===== config.mk =====
export PLATFORM = sky130hd
export DESIGN_NAME = led_matrix_pixel_rx
export DESIGN_NICKNAME = d
export VERILOG_FILES = /design/src/rtl/led_matrix_pixel_rx.sv
export SDC_FILE = /design/constraint.sdc
export NUM_CORES = 1
export LEC_CHECK = 0
export CAP_MARGIN = 20
export CORE_ASPECT_RATIO = 0.7
export CORE_UTILIZATION = 60
export CTS_CLUSTER_SIZE = 10
export DETAILED_ROUTE_END_ITERATION = 12
export PLACE_DENSITY = 0.82
export SETUP_SLACK_MARGIN = 0.05
export SLEW_MARGIN = 20
export SYNTH_ARGS = -nofsm -noshare
export SYNTH_HDL_FRONTEND = slang
export SYNTH_SLANG_ARGS = --single-unit

===== constraint.sdc =====
create_clock -name CLK -period 2.7 [get_ports CLK]
set_input_delay 0.54 -clock CLK [delete_from_list [all_inputs] [get_ports CLK]]
set_output_delay 0.54 -clock CLK [all_outputs]
set_load 0.02 [all_outputs]

===== src/rtl/led_matrix_pixel_rx.sv =====
// led_matrix_pixel_rx: collects strobed pixel words into a write buffer, swaps it
// into a display buffer each frame, and scans the display buffer onto a 16x8 bicolour matrix.
module led_matrix_pixel_rx #(
  parameter int FRAME_SLOTS = 128,
  parameter int SCAN_DIV = 2000
) (
  input  logic       CLK,
  input  logic       RST,
  input  logic [9:0] LEDIN,
  input  logic       STROBE,
  input  logic       FSYNC,
  output logic [3:0] ROWSEL,
  output logic [7:0] COLR,
  output logic [7:0] COLG,
  output logic       FRAME_DONE,
  output logic       SYNC_ERR
);
  localparam int PW = $clog2(SCAN_DIV);
  localparam logic [7:0] LAST_SLOT = 8'(FRAME_SLOTS - 1);
  localparam logic [PW-1:0] LAST_TICK = PW'(SCAN_DIV - 1);
  logic [15:0][7:0] w_red, w_grn, d_red, d_grn, add_red, add_grn;
  logic [7:0] slot;
  logic [PW-1:0] tick;
  logic [3:0] row;
  logic swap_q;
  // One-hot image of the current word; all zero when not strobed or colour 00.
  always_comb begin
    add_red = '0;
    add_grn = '0;
    add_red[LEDIN[6:3]][LEDIN[2:0]] = STROBE & LEDIN[9];
    add_grn[LEDIN[6:3]][LEDIN[2:0]] = STROBE & LEDIN[8];
  end
  always_ff @(posedge CLK) begin
    if (RST) begin
      w_red <= '0;
      w_grn <= '0;
      d_red <= '0;
      d_grn <= '0;
      slot <= '0;
      tick <= '0;
      row <= '0;
      swap_q <= 1'b0;
      ROWSEL <= '0;
      COLR <= '0;
      COLG <= '0;
      FRAME_DONE <= 1'b0;
      SYNC_ERR <= 1'b0;
    end else begin
      swap_q <= STROBE && !FSYNC && slot == LAST_SLOT;
      FRAME_DONE <= swap_q;
      SYNC_ERR <= STROBE && FSYNC && slot != '0;
      if (STROBE && FSYNC) begin
        w_red <= add_red;
        w_grn <= add_grn;
        slot <= 8'd1;
      end else if (STROBE && slot == LAST_SLOT) begin
        d_red <= w_red | add_red;
        d_grn <= w_grn | add_grn;
        w_red <= '0;
        w_grn <= '0;
        slot <= '0;
      end else begin
        w_red <= w_red | add_red;
        w_grn <= w_grn | add_grn;
        slot <= slot + 8'(STROBE);
      end
      tick <= tick == LAST_TICK ? '0 : tick + 1'b1;
      row <= row + 4'(tick == LAST_TICK);
      ROWSEL <= row;
      // Blank the columns in the cycle the row select moves to avoid ghosting.
      COLR <= row != ROWSEL ? 8'h00 : d_red[row];
      COLG <= row != ROWSEL ? 8'h00 : d_grn[row];
    end
  end
endmodule


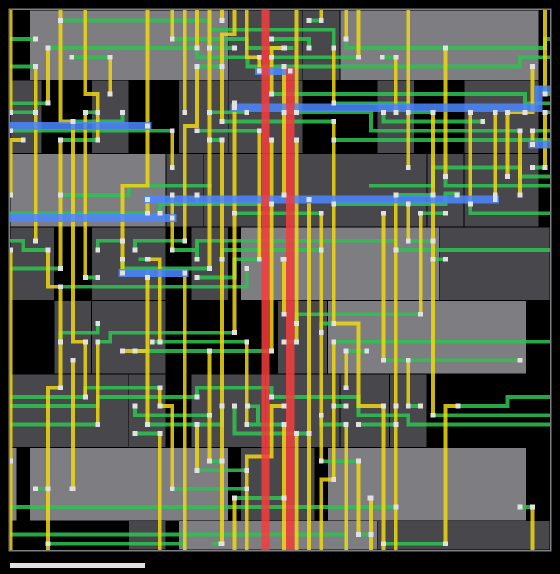
**Above:** run 1 (a small window of the routed layout).
The bar under the picture is 5 um long. Region (106, 105) to (126, 125) um. Cells in gray, sequential cells in the stronger gray; small squares are vias.
blue -> M3
yellow -> M2
red -> M4
green -> M1
netlist names of flops here include = d_grn (3), w_grn (3)
most frequent = nor2_1 (9), dfxtp_1 (7), a22oi_1 (5)
cells with their middle in the window = 31
sequential cells in the window = 7

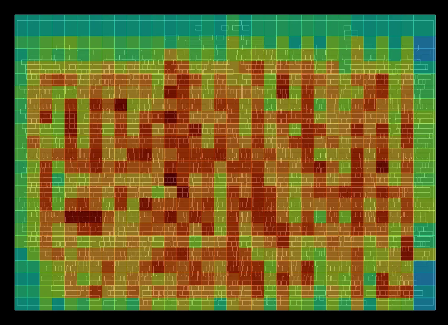
**Above:** run 1 (congestion heat map).
busiest grt layer: met2
GR Util met2: 52.45%

==> qor.log, run 1 <==
[cts] clock edge transition at the registers on the reported setup and hold paths 60 ps
[floorplan] floorplan die width 232.9 um
[finish] final core utilization 69.72%
[worst_hold_path] Hold WC Path Type in2reg
[cts] TritonCTS clock tree built
[power_and_ir_drop] Power per Cell Area 630.5 mW/mm^2
[synth] Mean Syn Cell Area 9.337 um^2
[finish] Post-Layout Inst Area 0.02535 mm^2
[job] total number of warnings across the stage logs 27
[synth] Adder-Cell Fraction of Synth Area 0.2794%
[global_routing] first-pass GRT wire length 96570 um
[final_timing] Fin Clk Skew 12.47 ps
[finish] number of filler instances in the final layout 2562
[detailed_routing] average detailed-routed wire length per instance 21.43 um
[cts] post-CTS resize count 0
[floorplan] chip area 0.03810 mm^2
[floorplan] row cnt 58
[critical_path] biggest fanout along the worst timing path 1
[cts] H-Tree Depth 2
[run_status] result of the run completed
[detailed_routing] number of DRC markers after the initial detailed-route iteration 2302
[synth] yosys stat area 0.02239 mm^2
[critical_path] count of buffer and inverter cells on the critical path 1
[global_routing] overflow left after global routing 0
[synth] number of nets at floorplan 2417
[final_timing] final clock period utilization by the worst path 78.65%
[synth] flip-flop cell with the highest count after synthesis sky130_fd_sc_hd__dfxtp_1
[synth] post-synth top area share 49.89%
[critical_path] master of the slowest instance on the critical path sky130_fd_sc_hd__clkdlybuf4s50_1
[critical_path] sort of element at the end of the critical path output pin
[synth] yosys cell count 2398
[global_routing] via count of the first global-routing pass 18313
[finish] proportion of layout cells with a drive suffix above 1 12.37%
[synth] proportion of synthesized flip-flops having asynchronous set or reset 0%
[synth] simple-gate share of the synthesized area 18.58%
[synth] most instantiated cells after synthesis sky130_fd_sc_hd__dfxtp_1, sky130_fd_sc_hd__nor2_1, sky130_fd_sc_hd__nor3_1
[critical_path] Setup crit start kind register
[final_timing] Min Hold Slack 382.1 ps
[power_and_ir_drop] IR drop worst, VDD 503.3 uV
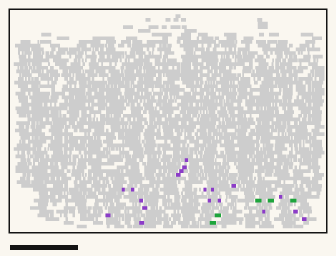
**Above:** run 1 (logic cells by family).
The bar under the picture is 50 um long.
green -> fa/ha/maj cells  # cells 5, most used ha_1, where lower right
purple -> and/or cells  # cells 19

[run 1: metal layers]
layer,share of wire [%],GRT usage [%],up-vias
met5,0,0,-
met4,2.7,12.30,0
met3,8.8,6.215,143
met2,47,52.45,905
met1,41,41.17,9228
li1,-,-,8585
[run 1: flip-flops by register name, summed over array words and instances, names as in the netlist]
signal / flops
COLR: 8
d_grn: 128
w_grn: 128
FRAME_DONE: 1
row: 4
d_red: 128
ROWSEL: 4
slot: 8
tick: 11
COLG: 8
w_red: 128
swap_q: 1
SYNC_ERR: 1
[run 1: cell usage in the layout (no fill, tap or decap), types with 23 or more instances in the layout]
cell type	instances
sky130_fd_sc_hd__nand3_1	27
sky130_fd_sc_hd__nor2_2	29
sky130_fd_sc_hd__a21oi_1	23
sky130_fd_sc_hd__dfxtp_1	555
sky130_fd_sc_hd__a211oi_1	234
sky130_fd_sc_hd__buf_12	56
sky130_fd_sc_hd__mux4_2	64
sky130_fd_sc_hd__nor2_1	499
sky130_fd_sc_hd__nor3_1	296
sky130_fd_sc_hd__nand2_1	27
sky130_fd_sc_hd__clkdlybuf4s50_1	33
sky130_fd_sc_hd__a22oi_1	202
sky130_fd_sc_hd__clkbuf_16	63
sky130_fd_sc_hd__buf_4	45
[run 1: per-stage QoR]
step	std cells	total power, mW
5_1_grt	2817	16.41
4_1_cts	2817	16.06
3_3_place_gp	2750	8.988
3_5_place_dp	2750	9.001
6_report	2817	15.98
2_1_floorplan	2398	8.753
[run 1: final cells by class]
type                    instances  area (um^2)  area share (%)
flip-flops and latches        558        11180           44.10
clock buffers                  66         1598           6.303
multi-input cells            1575        10150           40.04
well taps                     480        600.6           2.369
inverters                       2        7.507         0.02962
repair buffers                135         1804           7.117
clock inverters                 1        8.758         0.03455
[run 1: report_power, final]
group          switching (mW)  total [mW]  leakage [nW]  internal, mW
Sequential             0.0104        8.26          4.50          8.25
Clock                    3.05        7.14         0.790          4.09
Combinational           0.434       0.584          3.19         0.151
[run 1: worst paths after layout]
kind / start / to / slack, ps / cells past startpoint
hold reg to reg: w_red[37] / w_red[37] / 450 / 2
hold / removal: RST / row[3] / 380 / 2
setup / recovery: COLR[5] / COLR[5] / 580 / 1
setup reg to reg: row[0] / COLR[0] / 650 / 6
[run 1: kinds of logic (layout without fill, tap and decap cells)]
| family | count (synthesis) | count (layout) |
|---|---|---|
| simple gates | 937 | 937 |
| flops | 558 | 558 |
| compound gates | 517 | 517 |
| buf+inv | 265 | 204 |
| mux | 97 | 97 |
| xor+xnor | 19 | 19 |
| fa+ha+maj | 5 | 5 |
**Run 1: signal wires by layer**

The bar under the picture is 50 um long.
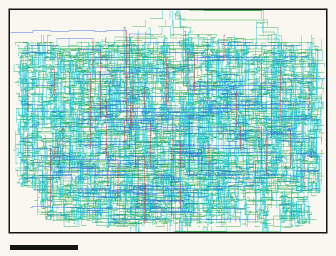

==> run 2, diff against run 1 <==
clock period = 2.1 ns   (was 2.7 ns; I/O delays follow)
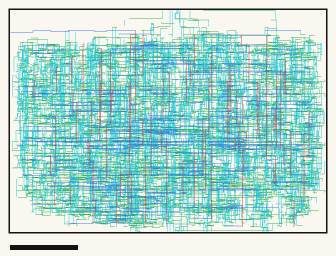
**Above:** run 2 (signal wires by layer).
The bar under the picture is 50 um long.
blue -> M3  # wire length 6180 um
red -> M4  # wire length 2380 um
green -> M1  # wire length 24.3 mm
cyan -> M2  # wire length 28.4 mm

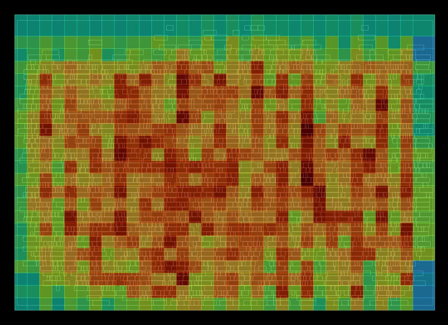
**Above:** run 2 (congestion heat map).
met3 demand-to-capacity share in global routing: 7.821%
average detailed-routed wire length per instance: 21.35 um
global router's overall resource usage: 32.12%
met1 usage in global routing: 41.35%

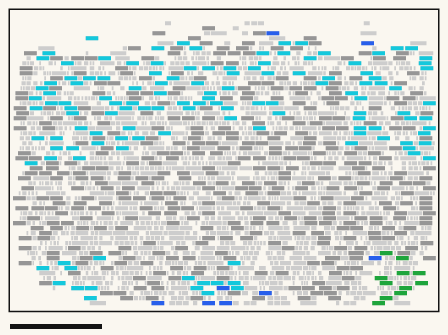
**Above:** run 2 (sequential cells colored by netlist name).
The bar under the picture is 50 um long.
cyan -> d_grn  # placed flops 128, where spread over the die
blue -> COLR  # placed flops 8
green -> tick  # placed flops 11, where lower right

==> qor.log, run 2 <==
[finish] proportion of layout cells with a drive suffix above 1 14.30%
[synth] post-synth top area share 49.89%
[final_timing] final clock period utilization by the worst path 94.25%
[final_timing] Min Hold Slack 160.3 ps
[critical_path] Critical R2R Launch slot[3]
[synth] most instantiated cells after synthesis sky130_fd_sc_hd__dfxtp_1, sky130_fd_sc_hd__nor2_1, sky130_fd_sc_hd__nor3_1
[critical_path] launch point of the worst path ROWSEL[0]
[synth] number of nets at floorplan 2417
[critical_path] crit path capture ROWSEL[0]
[run_status] result of the run completed
[critical_path] worst reg2reg endpoint d_red[82]
[cts] TritonCTS clock tree built
[floorplan] chip area 0.03810 mm^2
[power_and_ir_drop] Power per Cell Area 792.8 mW/mm^2
[power_and_ir_drop] Pwr Total 20.60 mW
[critical_path] sort of element at the end of the critical path output pin
[power_and_ir_drop] IR drop worst, VDD 717.8 uV
[global_routing] GR Util met2 51.30%
[cts] clock edge transition at the registers on the reported setup and hold paths 60 ps
[worst_hold_path] number of instances on the worst hold path 2
[critical_path] count of buffer and inverter cells on the critical path 1
[run 2: cell counts after synthesis]
Identical to the previous run, type by type.
[run 2: area by class of cell]
class | instances | area [um^2]
multi-input cells | 1575 | 10150
clock buffers | 67 | 1592
inverters | 2 | 7.507
flip-flops and latches | 558 | 11180
clock inverters | 1 | 8.758
well taps | 480 | 600.6
fillers | 2439 | 10380
repair buffers | 188 | 2441
[run 2: per-stage QoR]
stage	util, %	setup WS, ps
floorplan	-	177.8
global placement	67.05	-230.2
detailed placement	67.05	-324.6
CTS	71.45	68.43
global route	71.46	55.84
finish	71.46	120.7
[run 2: logic make-up (layout without fill, tap and decap cells)]
kind of cell    Yosys count  after routing  synth area share [%]
compound gates          517            517                 17.35
xor+xnor                 19             19                0.7433
fa+ha+maj                 5              5                0.2794
buf+inv                 265            258                 5.153
flops                   558            558                 49.89
mux                      97             97                 8.003
simple gates            937            937                 18.58
[run 2: how the worst min path moves through the flow]
stage                       from    endpoint  slack (ps)
after global routing         RST   d_red[29]         150
after detailed placement  swap_q  FRAME_DONE         440
after floorplan           swap_q  FRAME_DONE         410
after global placement    swap_q  FRAME_DONE         430
after CTS                    RST   w_red[13]         130
final                        RST   d_red[29]         160
[run 2: layer usage]
layer	share of wire [%]	up-vias	wire (um)
met1	40	9253	24340
met5	0	-	0
met2	46	956	28370
met3	10	180	6182
li1	-	8673	-
met4	3.9	0	2384
[run 2: power breakdown]
part	internal [mW]	total (mW)	switching, mW	leakage [nW]
clock network	5.23	9.14	3.91	0.786
logic	0.259	0.840	0.581	3.54
registers	10.6	10.6	0.0138	4.50
**Run 2: a small window of the routed layout**

The bar under the picture is 5 um long. Region (106, 105) to (126, 125) um. Cells in gray, sequential cells in the stronger gray; small squares are vias.
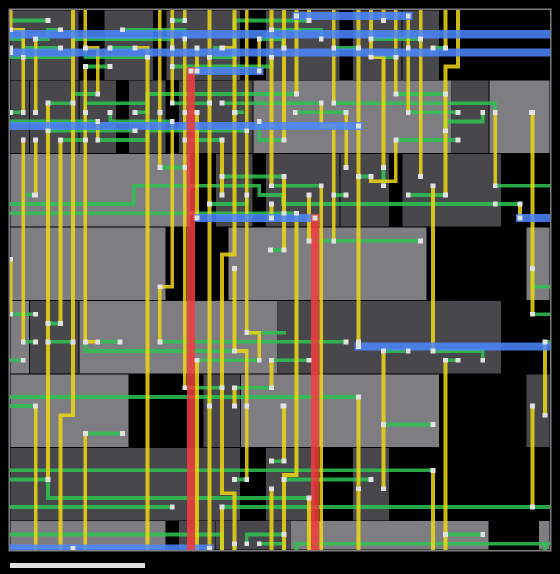

==> run 3, diff against run 2 <==
clock period = 1.9 ns   (was 2.1 ns; I/O delays follow)
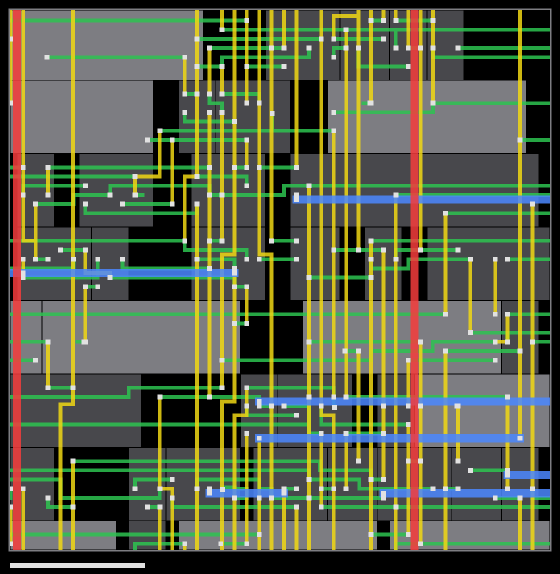
**Above:** run 3 (a small window of the routed layout).
The bar under the picture is 5 um long. Region (106, 105) to (126, 125) um. Cells in gray, sequential cells in the stronger gray; small squares are vias.

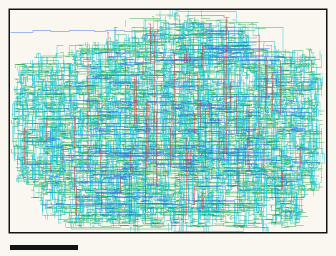
**Above:** run 3 (signal wires by layer).
The bar under the picture is 50 um long.
cyan -> M2  # wire length 30.5 mm
red -> M4  # wire length 2030 um
green -> M1  # wire length 25.9 mm
blue -> M3  # wire length 5760 um

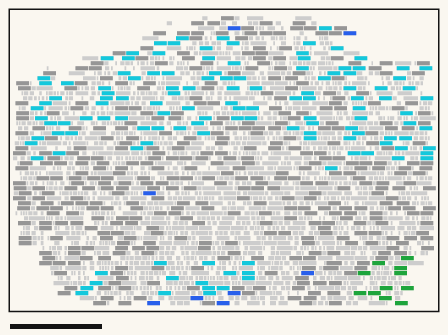
**Above:** run 3 (sequential cells colored by netlist name).
The bar under the picture is 50 um long.
cyan -> d_grn  # placed flops 128, where spread over the die
blue -> COLR  # placed flops 8
green -> tick  # placed flops 11, where lower right

==> qor.log, run 3 <==
[run_status] result of the run completed
[worst_hold_path] beginning of the worst hold path RST
[finish] proportion of layout cells with a drive suffix above 1 16.34%
[job] total number of warnings across the stage logs 31
[global_routing] overflow left after global routing 0
[cts] H-Tree Depth 2
[final_timing] final clock period utilization by the worst path 97.69%
[global_routing] first-pass GRT wire length 97950 um
[floorplan] row cnt 58
[final_timing] worst setup margin 43.92 ps
[final_timing] Fin Clk Skew 17.21 ps
[critical_path] Worst Reg-to-Reg Cells 7
[detailed_routing] average detailed-routed wire length per instance 22.15 um
[critical_path] FF-to-FF setup slack 40 ps
[global_routing] via count of the first global-routing pass 18261
[critical_path] Setup crit start kind register
[synth] Mean Syn Cell Area 9.337 um^2
[synth] flip-flop cell with the highest count after synthesis sky130_fd_sc_hd__dfxtp_1
[critical_path] master of the slowest instance on the critical path sky130_fd_sc_hd__dfxtp_1
[floorplan] floorplan die width 232.9 um
[synth] yosys stat area 0.02239 mm^2
[detailed_routing] number of DRC markers after the initial detailed-route iteration 2401
[worst_hold_path] Hold WC Path Type in2reg
[cts] TritonCTS clock tree built
[power_and_ir_drop] Power per Cell Area 858.0 mW/mm^2
[floorplan] chip area 0.03810 mm^2
[synth] most instantiated cells after synthesis sky130_fd_sc_hd__dfxtp_1, sky130_fd_sc_hd__nor2_1, sky130_fd_sc_hd__nor3_1
[finish] final core utilization 72.75%
[final_timing] Min Hold Slack 104.5 ps
==> run 3: cell counts after synthesis <==
Identical to the previous run, type by type.
==> run 3: logic make-up (layout without fill, tap and decap cells) <==
logic type	count (synthesis)	in the layout	share of synthesized area (%)
AND-OR/OR-AND	517	517	17.35
XOR/XNOR	19	19	0.7433
adder cells (fa/ha/maj)	5	5	0.2794
buffers and inverters	265	284	5.153
flip-flops	558	558	49.89
multiplexers	97	97	8.003
other	0	1	0
AND/OR/NAND/NOR	937	937	18.58
==> run 3: timing repair <==
item / in CTS / in global routing
cloned: 2 / 5
pin swaps: 0 / 1
buffers inserted: 3 / 3
resized: 27 / 31
endpoints found under the setup margin: 35 / 114
==> run 3: how the worst max path moves through the flow <==
stage / from / to / cells after the start
6_report: slot[7] / d_grn[30] / 7
5_1_grt: slot[3] / d_grn[30] / 7
4_1_cts: slot[7] / d_red[25] / 6
3_5_place_dp: LEDIN[0] / d_grn[1] / 6
3_3_place_gp: STROBE / d_red[35] / 8
2_1_floorplan: row[0] / COLG[3] / 5
==> run 3: final cells by class <==
type                            instances  area [um^2]
Multi-Input combinational cell       1575        10260
Inverter                                2        7.507
Tap cell                              480        600.6
Timing Repair Buffer                  216         2826
Antenna cell                            1        2.502
Clock inverter                          2        17.52
Clock buffer                           64         1548
Sequential cell                       558        11180
Fill cell                            2459         9908
==> run 3: where the power goes <==
part	leakage (nW)	internal, mW	switching (mW)	total (mW)
combinational	3.86	0.300	0.641	0.941
sequential	4.50	11.7	0.0155	11.7
clock	0.770	5.65	4.36	10.0
total	9.13	17.7	5.02	22.7
==> run 3: routing by layer <==
| layer | GRT usage [%] | share of wire, % | wire length [um] |
|---|---|---|---|
| met1 | 42.93 | 40 | 25920 |
| met2 | 52.79 | 47 | 30470 |
| met3 | 5.796 | 9.0 | 5758 |
| met4 | 12.24 | 3.2 | 2034 |
| met5 | 0 | 0 | 0 |
==> run 3: worst max-delay path, delay by kind of cell, from the launching register on <==
kind                   cells  cell delay [ps]
AND/OR/NAND/NOR            4              820
flip-flops                 1              360
buffers and inverters      3              570
==> run 3: through the flow <==
step,total power [mW],instances,instance area (um^2),setup TNS (ps)
finish,22.69,2898,26450,0
global route,23.34,2897,26450,-23.46
CTS,22.75,2889,26130,0
detailed placement,12.89,2818,24480,-145260
global placement,12.87,2818,24480,-128700
floorplan,12.44,2398,22390,0
No activity file was given, so power comes from the tool's default toggle rates.
